$ cat src/rtl/stream_len_fifo_if.sv
// Handshake bundle for stream_len_fifo: shared config bus, producer stream,
// consumer stream and transfer status.
interface stream_len_fifo_if #(
    parameter int CONFIG_AWIDTH = 5,
    parameter int CONFIG_DWIDTH = 32,
    parameter int DATA_WIDTH    = 32
);
    logic [CONFIG_AWIDTH-1:0] cfg_addr;
    logic [CONFIG_DWIDTH-1:0] cfg_data;
    logic                     cfg_valid;

    logic [DATA_WIDTH-1:0]    up_data;
    logic                     up_valid;
    logic                     up_ready;

    logic [DATA_WIDTH-1:0]    down_data;
    logic                     down_valid;
    logic                     down_ready;

    logic                     busy;
    logic                     done;

    modport master (
        output cfg_addr, cfg_data, cfg_valid,
        output up_data, up_valid,
        input  up_ready,
        input  down_data, down_valid,
        output down_ready,
        input  busy, done
    );

    modport slave (
        input  cfg_addr, cfg_data, cfg_valid,
        input  up_data, up_valid,
        output up_ready,
        output down_data, down_valid,
        input  down_ready,
        output busy, done
    );
endinterface

$ cat src/rtl/stream_len_fifo.sv
// Length-bounded FWFT FIFO between a producer stream and axis_write: armed by an
// ID word then a length word on the config bus, it passes exactly len words.
module stream_len_fifo #(
    parameter int BUF_AWIDTH    = 4,
    parameter int CONFIG_ID     = 1,
    parameter int CONFIG_ADDR   = 23,
    parameter int CONFIG_DATA   = 24,
    parameter int CONFIG_AWIDTH = 5,
    parameter int CONFIG_DWIDTH = 32,
    parameter int DATA_WIDTH    = 32
) (
    input  logic              clk,
    input  logic              rst,
    stream_len_fifo_if.slave  bus
);
    localparam int DEPTH = 1 << BUF_AWIDTH;
    localparam logic [CONFIG_AWIDTH-1:0] L_ID_ADDR  = CONFIG_AWIDTH'(CONFIG_ADDR);
    localparam logic [CONFIG_AWIDTH-1:0] L_LEN_ADDR = CONFIG_AWIDTH'(CONFIG_DATA);
    localparam logic [CONFIG_DWIDTH-1:0] L_UNIT_ID  = CONFIG_DWIDTH'(CONFIG_ID);
    localparam logic [BUF_AWIDTH:0]      L_FULL     = (BUF_AWIDTH+1)'(DEPTH);

    typedef enum logic [1:0] {IDLE, CONFIG, ACTIVE, DRAIN} state_t;

    state_t                   r_state;
    state_t                   w_state_next;

    logic [DATA_WIDTH-1:0]    r_mem [DEPTH];
    logic [BUF_AWIDTH-1:0]    r_wr_ptr;
    logic [BUF_AWIDTH-1:0]    r_rd_ptr;
    logic [BUF_AWIDTH:0]      r_count;
    logic [CONFIG_DWIDTH-1:0] r_len;
    logic [CONFIG_DWIDTH-1:0] r_in_cnt;
    logic [CONFIG_DWIDTH-1:0] r_out_cnt;
    logic                     r_done;

    logic w_full;
    logic w_empty;
    logic w_streaming;
    logic w_up_ready;
    logic w_down_valid;
    logic w_push;
    logic w_pop;
    logic w_in_last;
    logic w_out_last;
    logic w_id_hit;
    logic w_load_len;
    logic w_set_done;

    assign w_full       = (r_count == L_FULL);
    assign w_empty      = (r_count == '0);
    assign w_streaming  = (r_state == ACTIVE) || (r_state == DRAIN);
    // Full blocks the push even when a pop happens in the same cycle.
    assign w_up_ready   = (r_state == ACTIVE) && !w_full && (r_in_cnt < r_len);
    assign w_down_valid = w_streaming && !w_empty;
    assign w_push       = bus.up_valid && w_up_ready;
    assign w_pop        = w_down_valid && bus.down_ready;
    assign w_in_last    = ((r_in_cnt + CONFIG_DWIDTH'(1)) == r_len);
    assign w_out_last   = ((r_out_cnt + CONFIG_DWIDTH'(1)) == r_len);
    assign w_id_hit     = (bus.cfg_data == L_UNIT_ID);

    // NOTE: sequential state uses non-blocking (<=) so every register samples
    // pre-edge values; blocking here would create order-dependent races.
    always_ff @(posedge clk or negedge rst) begin
        if (!rst) r_state <= IDLE;
        else      r_state <= w_state_next;
    end

    // NOTE: every output of this block is given a default first, so no path
    // leaves a signal unassigned and no latch is inferred.
    always_comb begin
        w_state_next = r_state;
        w_load_len   = 1'b0;
        w_set_done   = 1'b0;
        case (r_state)
            IDLE: begin
                if (bus.cfg_valid && (bus.cfg_addr == L_ID_ADDR) && w_id_hit)
                    w_state_next = CONFIG;
            end
            CONFIG: begin
                if (bus.cfg_valid && (bus.cfg_addr == L_LEN_ADDR)) begin
                    w_load_len   = 1'b1;
                    w_state_next = (bus.cfg_data != '0) ? ACTIVE : IDLE;
                end else if (bus.cfg_valid && (bus.cfg_addr == L_ID_ADDR) && !w_id_hit) begin
                    w_state_next = IDLE;
                end
            end
            ACTIVE: begin
                if (w_push && w_in_last)
                    w_state_next = DRAIN;
            end
            DRAIN: begin
                if (w_pop && w_out_last) begin
                    w_state_next = IDLE;
                    w_set_done   = 1'b1;
                end
            end
            default: w_state_next = IDLE;
        endcase
    end

    always_ff @(posedge clk or negedge rst) begin
        if (!rst) begin
            r_wr_ptr  <= '0;
            r_rd_ptr  <= '0;
            r_count   <= '0;
            r_len     <= '0;
            r_in_cnt  <= '0;
            r_out_cnt <= '0;
            r_done    <= 1'b0;
        end else begin
            r_done <= w_set_done;
            if (w_load_len) begin
                r_len     <= bus.cfg_data;
                r_in_cnt  <= '0;
                r_out_cnt <= '0;
            end else begin
                if (w_push) r_in_cnt  <= r_in_cnt + CONFIG_DWIDTH'(1);
                if (w_pop)  r_out_cnt <= r_out_cnt + CONFIG_DWIDTH'(1);
            end
            if (w_push) r_wr_ptr <= r_wr_ptr + BUF_AWIDTH'(1);
            if (w_pop)  r_rd_ptr <= r_rd_ptr + BUF_AWIDTH'(1);
            case ({w_push, w_pop})
                2'b10:   r_count <= r_count + (BUF_AWIDTH+1)'(1);
                2'b01:   r_count <= r_count - (BUF_AWIDTH+1)'(1);
                default: r_count <= r_count;
            endcase
        end
    end

    // NOTE: storage is deliberately not reset; clearing the pointers and count
    // already marks it empty, and down_data is don't-care while down_valid=0.
    always_ff @(posedge clk) begin
        if (w_push) r_mem[r_wr_ptr] <= bus.up_data;
    end

    assign bus.up_ready   = w_up_ready;
    assign bus.down_valid = w_down_valid;
    assign bus.down_data  = r_mem[r_rd_ptr];
    assign bus.busy       = w_streaming;
    assign bus.done       = r_done;
endmodule

$ cat src/flat_wrapper.sv
// flat-port wrapper written by rule: the top's interface ports become plain ports
module stream_len_fifo_flat 
#(
    parameter int BUF_AWIDTH    = 4,
    parameter int CONFIG_ID     = 1,
    parameter int CONFIG_ADDR   = 23,
    parameter int CONFIG_DATA   = 24,
    parameter int CONFIG_AWIDTH = 5,
    parameter int CONFIG_DWIDTH = 32,
    parameter int DATA_WIDTH    = 32
)
  (clk, rst, bus_cfg_addr, bus_cfg_data, bus_cfg_valid, bus_up_data, bus_up_valid, bus_up_ready, bus_down_data, bus_down_valid, bus_down_ready, bus_busy, bus_done);
  stream_len_fifo_if #(.CONFIG_AWIDTH(CONFIG_AWIDTH), .CONFIG_DWIDTH(CONFIG_DWIDTH), .DATA_WIDTH(DATA_WIDTH)) bus_i ();
  input  logic clk;
  input  logic rst;
  input wire logic [$bits(bus_i.cfg_addr)-1:0] bus_cfg_addr;
  input wire logic [$bits(bus_i.cfg_data)-1:0] bus_cfg_data;
  input wire logic [$bits(bus_i.cfg_valid)-1:0] bus_cfg_valid;
  input wire logic [$bits(bus_i.up_data)-1:0] bus_up_data;
  input wire logic [$bits(bus_i.up_valid)-1:0] bus_up_valid;
  output wire logic [$bits(bus_i.up_ready)-1:0] bus_up_ready;
  output wire logic [$bits(bus_i.down_data)-1:0] bus_down_data;
  output wire logic [$bits(bus_i.down_valid)-1:0] bus_down_valid;
  input wire logic [$bits(bus_i.down_ready)-1:0] bus_down_ready;
  output wire logic [$bits(bus_i.busy)-1:0] bus_busy;
  output wire logic [$bits(bus_i.done)-1:0] bus_done;
  assign bus_i.cfg_addr = bus_cfg_addr;
  assign bus_i.cfg_data = bus_cfg_data;
  assign bus_i.cfg_valid = bus_cfg_valid;
  assign bus_i.up_data = bus_up_data;
  assign bus_i.up_valid = bus_up_valid;
  assign bus_up_ready = bus_i.up_ready;
  assign bus_down_data = bus_i.down_data;
  assign bus_down_valid = bus_i.down_valid;
  assign bus_i.down_ready = bus_down_ready;
  assign bus_busy = bus_i.busy;
  assign bus_done = bus_i.done;
  stream_len_fifo #(.BUF_AWIDTH(BUF_AWIDTH), .CONFIG_ID(CONFIG_ID), .CONFIG_ADDR(CONFIG_ADDR), .CONFIG_DATA(CONFIG_DATA), .CONFIG_AWIDTH(CONFIG_AWIDTH), .CONFIG_DWIDTH(CONFIG_DWIDTH), .DATA_WIDTH(DATA_WIDTH)) u_core (.clk(clk), .rst(rst), .bus(bus_i));
endmodule
$ cat config.mk
export PLATFORM = sky130hd
export DESIGN_NAME = stream_len_fifo_flat
export DESIGN_NICKNAME = d
export VERILOG_FILES = /design/src/rtl/stream_len_fifo_if.sv /design/src/rtl/stream_len_fifo.sv /design/src/flat_wrapper.sv
export SDC_FILE = /design/constraint.sdc
export NUM_CORES = 1
export LEC_CHECK = 0
export ABC_AREA = 1
export CAP_MARGIN = 20
export CORE_MARGIN = 5
export CORE_UTILIZATION = 45
export CTS_BUF_LIST = sky130_fd_sc_hd__clkbuf_2
export CTS_CLUSTER_SIZE = 16
export DETAILED_ROUTE_END_ITERATION = 16
export GPL_TIMING_DRIVEN = 0
export PLACE_DENSITY = 0.68
export SYNTH_ARGS = -nofsm -noshare
export SYNTH_HDL_FRONTEND = slang
export SYNTH_SLANG_ARGS = --single-unit
export TNS_END_PERCENT = 5
$ cat constraint.sdc
create_clock -name clk -period 6.6 [get_ports clk]
set_clock_uncertainty 0.1 [all_clocks]
set_input_delay 1.32 -clock clk [delete_from_list [all_inputs] [get_ports clk]]
set_output_delay 1.32 -clock clk [all_outputs]
set_load 0.03 [all_outputs]
### The metal 1 layer, run 1

Bar = 100 um. Supply wires on this layer in gray.
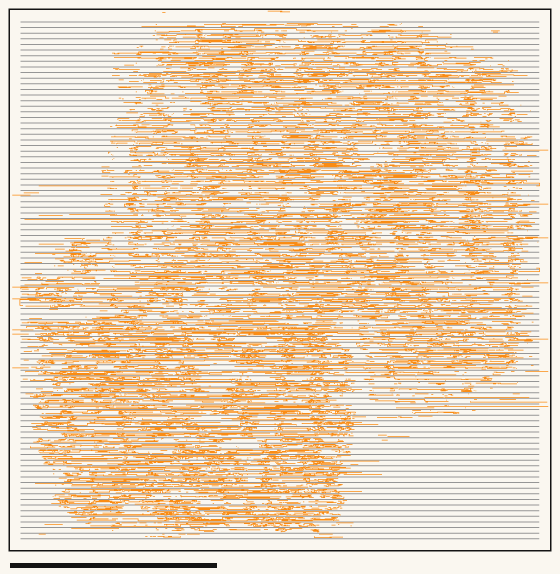
nets with wire on the layer: 2,862
wire length on this layer: 37.6 mm
longest straight run: 79.6 um
main direction: horizontal

### Metal 3, run 1

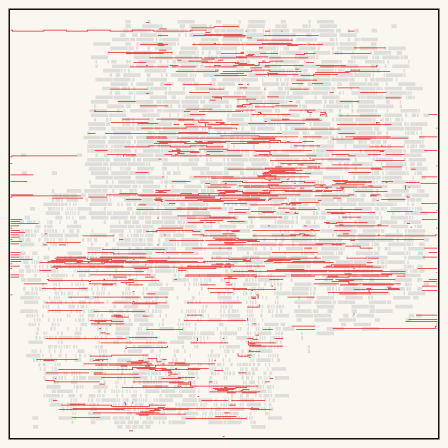
longest straight run: 113 um
nets with wire on the layer: 389
main direction: horizontal
wire length on this layer: 10,200 um
share of all routed wire: 11%

### The metal 4 layer, run 1

Bar = 100 um. Supply wires on this layer in gray.
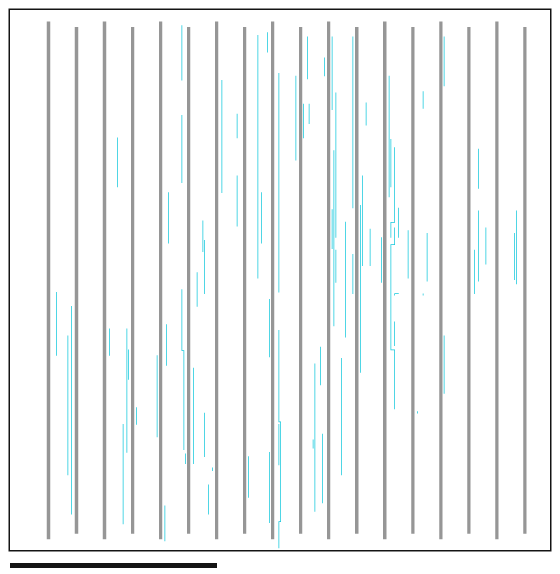
wire length on this layer: 2,650 um
nets with wire on the layer: 60
main direction: vertical

==> results.toml, run 1 <==
# generated from flow reports
[run_status]
status = "finished clean"

[layout]
fin_area_sq_um = 32500
seq_cell_count = 624
dominant_cells = "sequential cells"
final-clk-cell-share = 0.0429
finalNetCount = 3009
seq-cell-share = 0.559

[drt]
wl_per_cell_um = 23.4

[synthesis]
yosysWarnings = 0
synth_cell_types = 45
mux_share = 0.0313

[worst_setup_path]
path_max_fanout = 10
worst_ep_required_time_ns = 5.18
reg2reg_from = "u_core.r_len[3]"

[grt]
grtUsageMet3 = 0.0813
grt_pass1_wl_um = 133000

[power_and_ir_drop]
switching_share = 0.441
powerComb_mw = 5.29

[place]
place_congestion = 0.939

[flow_run]
warning_count = 29
[run 1: repair_timing]
item                                    4_1_cts  5_1_grt
resized                                       0        6
endpoints found under the setup margin        0        2
hold endpoints to repair                     27        0
hold buffers                                  1        0
[run 1: layout by cell type (no fill, tap or decap), types with 5 or more instances in the layout]
cell,instances
buf_1,6
mux2i_1,89
nor2_1,357
buf_2,14
xnor3_1,6
nand4_1,17
clkbuf_2,232
clkdlybuf4s50_1,108
nand2_2,16
clkinv_1,36
clkinv_2,7
nor2_2,11
o221ai_1,89
o22ai_1,41
o21ai_0,204
inv_6,5
nor3_1,5
a21oi_1,21
clkbuf_1,93
ha_1,43
edfxtp_1,512
dfrtp_1,112
buf_12,15
xor2_1,16
o32ai_1,38
nand3_1,164
o211ai_1,38
nor4_1,6
nor2_4,25
nand2_1,489
inv_1,153
--- run 2 (diff from run 1) ---
--- a/config.mk
+++ b/config.mk
@@ -7,13 +7,13 @@
 export LEC_CHECK = 0
 export ABC_AREA = 1
 export CAP_MARGIN = 20
-export CORE_MARGIN = 5
 export CORE_UTILIZATION = 45
 export CTS_BUF_LIST = sky130_fd_sc_hd__clkbuf_2
 export CTS_CLUSTER_SIZE = 16
 export DETAILED_ROUTE_END_ITERATION = 16
 export GPL_TIMING_DRIVEN = 0
 export PLACE_DENSITY = 0.68
+export RECOVER_POWER = 25
 export SYNTH_ARGS = -nofsm -noshare
 export SYNTH_HDL_FRONTEND = slang
 export SYNTH_SLANG_ARGS = --single-unit
### The metal 4 layer, run 2

Bar = 100 um. Supply wires on this layer in gray.
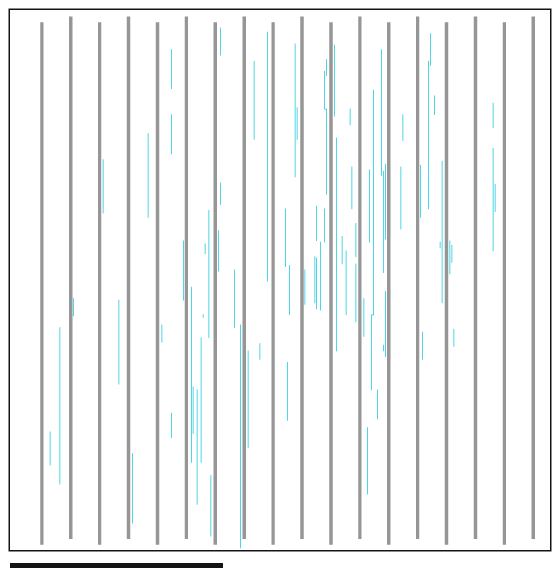
nets with wire on the layer: 52
share of all routed wire: 2.6%
wire length on this layer: 2,360 um

==> run 2 against run 1 <==
The flow now finishes with violations (capacitance limit, slew limit). Worst hold slack better by 0.085 ns. Sequential cell count stayed put. Power is 0.58% higher. Sequential power hardly changed. Via count is 0.88% higher. Register-to-register slack better by 0.04 ns. Critical path depth stayed put. First-iteration DRC count is 5.2% higher. Critical path type unchanged. Largest cell class unchanged.
==> results.toml, run 2 <==
# generated from flow reports
[worst_setup_path]
cp_num_buf_inv = 5
cp-end-kind = "output pin"
path_max_fanout = 10
worst_ep_required_time_ns = 5.18
slowest_delay_ns = 0.72
reg2reg_from = "u_core.r_len[14]"

[power_and_ir_drop]
powerComb_mw = 5.31
switching_share = 0.438
clock_power_share = 0.203

[synthesis]
adder_share = 0.0196
ys_area_sq_um = 28500
synthFlopType = "edfxtp_1"
yosysWarnings = 0
mux_share = 0.0313
synth_cell_types = 45

[layout]
seq-cell-share = 0.559
fin_area_sq_um = 32500
lay_top_cells = "edfxtp_1, nand2_1, nor2_1, clkbuf_2, o21ai_0"
seq_cell_count = 624
finalNetCount = 3009
dominant_cells = "sequential cells"
layout.cells.most_common = "edfxtp_1"
synthToLayoutAreaGrowth_pct = 14.3
clockBufferCount = 219
final-clk-cell-share = 0.0437

[flow_run]
warning_count = 29
drv_cap = 1

[grt]
grt_pass1_wl_um = 133000
grtUsageMet3 = 0.0753

[drt]
wl_per_cell_um = 23.5

[floorplan]
initial_core_util = 0.459
io_pins = 110

[run_status]
status = "complete, but fails checks"
violations = "capacitance limit, slew limit"

[clock_network]
ctsResizeCount = 1
holdBufCountCts = 1
ctsRootBufferMaster = "clkbuf_2"

[final_timing]
drv_slew = 26

[worst_hold_path]
min_path_cells = 1

[place]
place_congestion = 0.957
-- run 2: cell counts after synthesis --
Identical to the previous run, type by type.
-- run 2: worst max-delay path by stage --
stage / slack [ns] / endpoint / cells after the start
3_5_place_dp: 1.49 / bus_down_data[22] / 9
5_1_grt: 0.01 / bus_down_data[28] / 9
6_report: 0.17 / bus_down_data[28] / 9
2_1_floorplan: 2.99 / u_core.r_mem[11][0] / 4
3_3_place_gp: -0.84 / u_core.r_rd_ptr[2] / 1
4_1_cts: 0.12 / bus_down_data[22] / 9
-- run 2: stage by stage --
stage	std cells	hold WS (ns)	power, mW
floorplan	2603	0.354	8.24
global placement	3549	0.375	10.2
detailed placement	3566	0.392	10.3
CTS	3838	0.178	12.9
global route	3841	0.416	13.7
finish	3842	0.408	13.0
No activity file was given, so power comes from the tool's default toggle rates.
